$ cat src/rtl/joy_pkg.sv
// Shared types and constants for the 74HC165 joystick chain reader.
// Bit positions index the active-high joy1/joy2 words.
package joy_pkg;

  localparam int JOY_BITS  = 24;
  localparam int JOY_WIDTH = 12;
  localparam int TICK_W    = 8;

  localparam int BTN_UP    = 11;
  localparam int BTN_DOWN  = 10;
  localparam int BTN_LEFT  = 9;
  localparam int BTN_RIGHT = 8;
  localparam int BTN_FIRE1 = 7;
  localparam int BTN_FIRE2 = 6;
  localparam int BTN_FIRE3 = 5;
  localparam int BTN_FIRE4 = 4;
  localparam int BTN_FIRE5 = 3;
  localparam int BTN_FIRE6 = 2;
  localparam int BTN_FIRE7 = 1;
  localparam int BTN_FIRE8 = 0;

  typedef enum logic [2:0] {
    ST_IDLE,
    ST_LOAD,
    ST_SHIFT_LO,
    ST_SHIFT_HI,
    ST_PUBLISH,
    ST_GAP
  } joy_state_e;

  // The first bit shifted out is the MSB button; the chain is active-low.
  function automatic logic [JOY_WIDTH-1:0] to_buttons(input logic [JOY_WIDTH-1:0] raw);
    logic [JOY_WIDTH-1:0] b;
    b = '0;
    for (int k = 0; k < JOY_WIDTH; k++) b[JOY_WIDTH-1-k] = ~raw[k];
    return b;
  endfunction

endpackage

$ cat src/rtl/joy_tick_gen.sv
// Prescaler: one-cycle tick every CLK_DIV cycles, held at zero while restart is high.
module joy_tick_gen
  import joy_pkg::*;
#(
  parameter int CLK_DIV = 8
) (
  input  logic clk,
  input  logic rst,
  input  logic restart,
  output logic tick
);

  localparam logic [TICK_W-1:0] LAST = TICK_W'(CLK_DIV - 1);

  logic [TICK_W-1:0] count_q, count_d;

  always_comb begin
    count_d = count_q + 1'b1;
    if (restart || count_q == LAST) count_d = '0;
  end

  assign tick = (count_q == LAST);

  always_ff @(posedge clk or posedge rst) begin
    if (rst) count_q <= '0;
    else     count_q <= count_d;
  end

endmodule

$ cat src/rtl/joy_shift_reader.sv
// Reads two 12-button joysticks from a 24-bit 74HC165 chain and publishes
// both words atomically with a one-cycle frame_valid strobe.
module joy_shift_reader
  import joy_pkg::*;
#(
  parameter int CLK_DIV   = 8,
  parameter int GAP_TICKS = 16
) (
  input  logic                 CLOCK_50,
  input  logic                 RESET,
  input  logic                 enable,
  input  logic                 JOY_DATA,
  output logic                 JOY_CLK,
  output logic                 JOY_LOAD_N,
  output logic [JOY_WIDTH-1:0] joy1,
  output logic [JOY_WIDTH-1:0] joy2,
  output logic                 frame_valid
);

  localparam int GAP_W = (GAP_TICKS > 1) ? $clog2(GAP_TICKS) : 1;
  localparam int IDX_W = $clog2(JOY_BITS);
  localparam logic [IDX_W-1:0] IDX_LAST = IDX_W'(JOY_BITS - 1);
  localparam logic [GAP_W-1:0] GAP_LAST = GAP_W'(GAP_TICKS - 1);

  joy_state_e           state_q, state_d;
  logic [IDX_W-1:0]     idx_q, idx_d;
  logic [GAP_W-1:0]     gap_q, gap_d;
  logic [JOY_BITS-1:0]  bits_q, bits_d;
  logic [1:0]           sync_q, sync_d;
  logic                 clk_q, clk_d;
  logic                 load_n_q, load_n_d;
  logic                 fv_q, fv_d;
  logic [JOY_WIDTH-1:0] joy1_q, joy1_d, joy2_q, joy2_d;
  logic                 tick, restart;

  // Zeroing the prescaler in IDLE and PUBLISH aligns every LOAD and GAP to a full tick.
  assign restart = (state_q == ST_IDLE) || (state_q == ST_PUBLISH);

  joy_tick_gen #(.CLK_DIV(CLK_DIV)) u_tick (
    .clk     (CLOCK_50),
    .rst     (RESET),
    .restart (restart),
    .tick    (tick)
  );

  always_ff @(posedge CLOCK_50 or posedge RESET) begin
    if (RESET) begin
      state_q  <= ST_IDLE;
      idx_q    <= '0;
      gap_q    <= '0;
      bits_q   <= '0;
      sync_q   <= 2'b11;
      clk_q    <= 1'b0;
      load_n_q <= 1'b1;
      fv_q     <= 1'b0;
      joy1_q   <= '0;
      joy2_q   <= '0;
    end else begin
      state_q  <= state_d;
      idx_q    <= idx_d;
      gap_q    <= gap_d;
      bits_q   <= bits_d;
      sync_q   <= sync_d;
      clk_q    <= clk_d;
      load_n_q <= load_n_d;
      fv_q     <= fv_d;
      joy1_q   <= joy1_d;
      joy2_q   <= joy2_d;
    end
  end

  always_comb begin
    state_d = state_q;
    idx_d   = idx_q;
    gap_d   = gap_q;
    bits_d  = bits_q;
    sync_d  = {sync_q[0], JOY_DATA};
    unique case (state_q)
      ST_IDLE: if (enable) state_d = ST_LOAD;
      ST_LOAD: begin
        if (tick) begin
          state_d = ST_SHIFT_LO;
          idx_d   = '0;
        end
      end
      ST_SHIFT_LO: begin
        if (tick) begin
          bits_d[idx_q] = sync_q[1];
          state_d       = ST_SHIFT_HI;
        end
      end
      ST_SHIFT_HI: begin
        if (tick) begin
          if (idx_q == IDX_LAST) state_d = ST_PUBLISH;
          else begin
            idx_d   = idx_q + 1'b1;
            state_d = ST_SHIFT_LO;
          end
        end
      end
      ST_PUBLISH: begin
        gap_d = '0;
        if (GAP_TICKS == 0) state_d = enable ? ST_LOAD : ST_IDLE;
        else                state_d = ST_GAP;
      end
      ST_GAP: begin
        if (tick) begin
          if (gap_q == GAP_LAST) state_d = enable ? ST_LOAD : ST_IDLE;
          else                   gap_d   = gap_q + 1'b1;
        end
      end
      default: state_d = ST_IDLE;
    endcase
  end

  // Outputs are decoded from the next state so the pins flip on the same edge as the state.
  always_comb begin
    clk_d    = (state_d == ST_SHIFT_HI);
    load_n_d = (state_d != ST_LOAD);
    fv_d     = (state_d == ST_PUBLISH);
    joy1_d   = joy1_q;
    joy2_d   = joy2_q;
    if (state_d == ST_PUBLISH) begin
      joy1_d = to_buttons(bits_q[JOY_WIDTH-1:0]);
      joy2_d = to_buttons(bits_q[JOY_BITS-1:JOY_WIDTH]);
    end
  end

  assign JOY_CLK     = clk_q;
  assign JOY_LOAD_N  = load_n_q;
  assign frame_valid = fv_q;
  assign joy1        = joy1_q;
  assign joy2        = joy2_q;

endmodule

$ cat config.mk
export PLATFORM = sky130hd
export DESIGN_NAME = joy_shift_reader
export DESIGN_NICKNAME = d
export VERILOG_FILES = /design/src/rtl/joy_pkg.sv /design/src/rtl/joy_tick_gen.sv /design/src/rtl/joy_shift_reader.sv
export SDC_FILE = /design/constraint.sdc
export NUM_CORES = 1
export LEC_CHECK = 0
export ABC_CLOCK_PERIOD_IN_PS = 6500
export CORE_UTILIZATION = 55
export CTS_BUF_LIST = sky130_fd_sc_hd__clkbuf_2
export CTS_CLUSTER_SIZE = 14
export DETAILED_ROUTE_END_ITERATION = 10
export PLACE_DENSITY = 0.76
export SLEW_MARGIN = 20
export SYNTH_ARGS = -nofsm -noshare
export SYNTH_HDL_FRONTEND = slang
export SYNTH_HIERARCHICAL = 1
export SYNTH_SLANG_ARGS = --single-unit
$ cat constraint.sdc
create_clock -name CLOCK_50 -period 6.5 [get_ports CLOCK_50]
set_input_delay 0.65 -clock CLOCK_50 [delete_from_list [all_inputs] [get_ports CLOCK_50]]
set_output_delay 0.65 -clock CLOCK_50 [all_outputs]
set_load 0.02 [all_outputs]
==> results.cfg <==
; synthesis and place-and-route metrics
[timing]
whs_ns = 0.373
tightest_slew_ns = 0.892
hold_viol = 0
timing.final.ws_setup_ns = 3.66

[floorplan]
die_height_um = 81.9
rows = 28
pin_count = 31

[power_and_ir_drop]
p_seq_frac = 0.530
swShare = 0.336
leakage_nw = 1.77
p_comb_frac = 0.208

[logic_synthesis]
yosysTopAreaCell = dfrtp_1
synth_area_per_cell_sq_um = 11.9
top_cell_area_share = 0.499
synth_stat.cells = 296
ys_ff = 73
yosys_warnings = 6
synthFlopType = dfrtp_1
async_reset_ff_frac = 1.00

[clock_tree]
cts_setup_buffers = 0
htreeDepth = 3
cts.sink_count = 73
tritoncts = done
cts-root-buf = clkbuf_2
cts_buffer_depth = 2

[run]
stage_log_warnings = 30
maxCapViolCount = 0

[setup_path]
cp.arrival_ns = 3.22
critPathKind = flop to flop
cpPeakStageDelay_ns = 0.81
start_kind = flop

[status]
status = finished, final reports clean

[routing]
top_layer_used = met4
wl_met2_um = 2850
wl_met1_um = 2830
dr.pass1.iters = 4
postRouteAntennaNets = 0
vias_per_cell = 5.44
first_iter_violations = 78
met3_length_um = 157

[place]
dp_slack_ns = 3.67
placed_cell_area_sq_um = 3810
port_buffers = 30

[finish]
area_delta_synth_final_pct = 12.3

[hold_path]
hold_class = flop to flop

[grt]
grt_max_degree = 66
worst max-delay path, delay by kind of cell, from the launching register on:
kind | cells | cell delay, ns
adder cells (fa/ha/maj) | 1 | 0.22
AND/OR/NAND/NOR | 4 | 1.42
multiplexers | 1 | 0.36
flip-flops | 1 | 0.47
buffers and inverters | 1 | 0.25
path summary, 6_finish.rpt:
check	endpoint	start	slack [ns]
max	bits_q[23]	u_tick/count_q[0]	3.66
max in group asynchronous	gap_q[3]	RESET	5.23
min reg2reg	sync_q[1]	sync_q[0]	0.37
max reg2reg	bits_q[23]	u_tick/count_q[0]	3.66
min	sync_q[1]	sync_q[0]	0.37
min in group asynchronous	u_tick/count_q[1]	RESET	0.44
cell families after synthesis:
group	count (synthesis)	synth area share
xor gates and xnor gates	4	0.00998
adders and majority gates	7	0.0249
buffers and inverters	49	0.0723
AOI/OAI and AO/OA	30	0.0599
DFF	73	0.521
muxes	50	0.162
and+or+nand+nor	83	0.150
registers in the layout, summed over array words and instances, names as in the netlist:
name	cells
gap_q	4
joy1	12
JOY_CLK	1
joy2	12
u_tick/count_q	8
sync_q	2
bits_q	24
JOY_LOAD_N	1
state_q	3
idx_q	5
frame_valid	1
power groups by stage:
stage | Sequential (mW) | Combinational, mW | Clock, mW
after CTS | 0.580 | 0.230 | 0.295
final | 0.580 | 0.227 | 0.286
after detailed placement | 0.588 | 0.230 | 0
after global placement | 0.581 | 0.222 | 0
after global routing | 0.590 | 0.254 | 0.312
after floorplan | 0.557 | 0.196 | 0
layout make-up:
type                            count  area (sq um)
Inverter                           32           120
Clock buffer                       11          55.1
Timing Repair Buffer               34           330
Multi-Input combinational cell    174          1430
Tap cell                           75          93.8
Clock inverter                      5          81.3
Fill cell                         463          2080
Sequential cell                    73          1830
Fig. 1: selected gate families
(4 px per um)
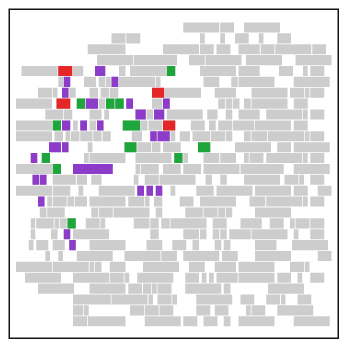
non-inverting ao/oa cells -> red  # cells 4
aoi and oai cells -> purple  # cells 26
and/or cells -> green  # cells 12
Commonest Layout Cell: dfrtp_1
post-route insts no fill: 404
multi-input combinational area share: 0.363

Fig. 2: M3 wires
(6 px per um)
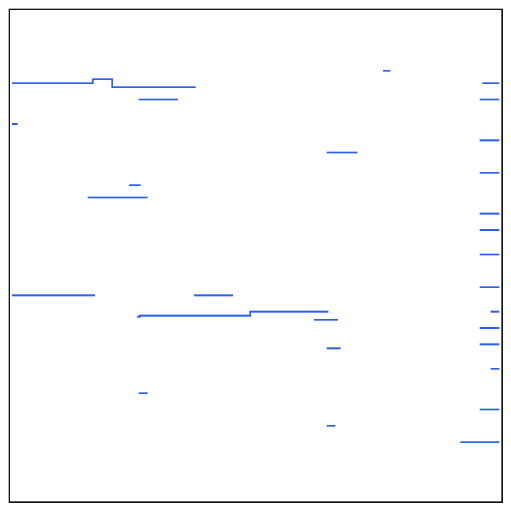
main direction = horizontal
nets with wire on the layer = 21
Global Route met3 Usage: 0.0422
Post-Route WL: 5960 um
via count: 2,197

Fig. 3: track usage over the die
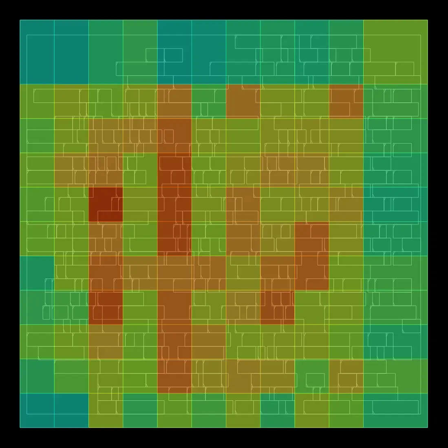
WL/cell: 14.8 um
met1 Track Usage GR: 0.256
Total GRT Usage: 0.205
met2 usage: 0.334
Final Core Density: 0.654

Power figures rest on the tool's default switching activity, not on a simulated workload.
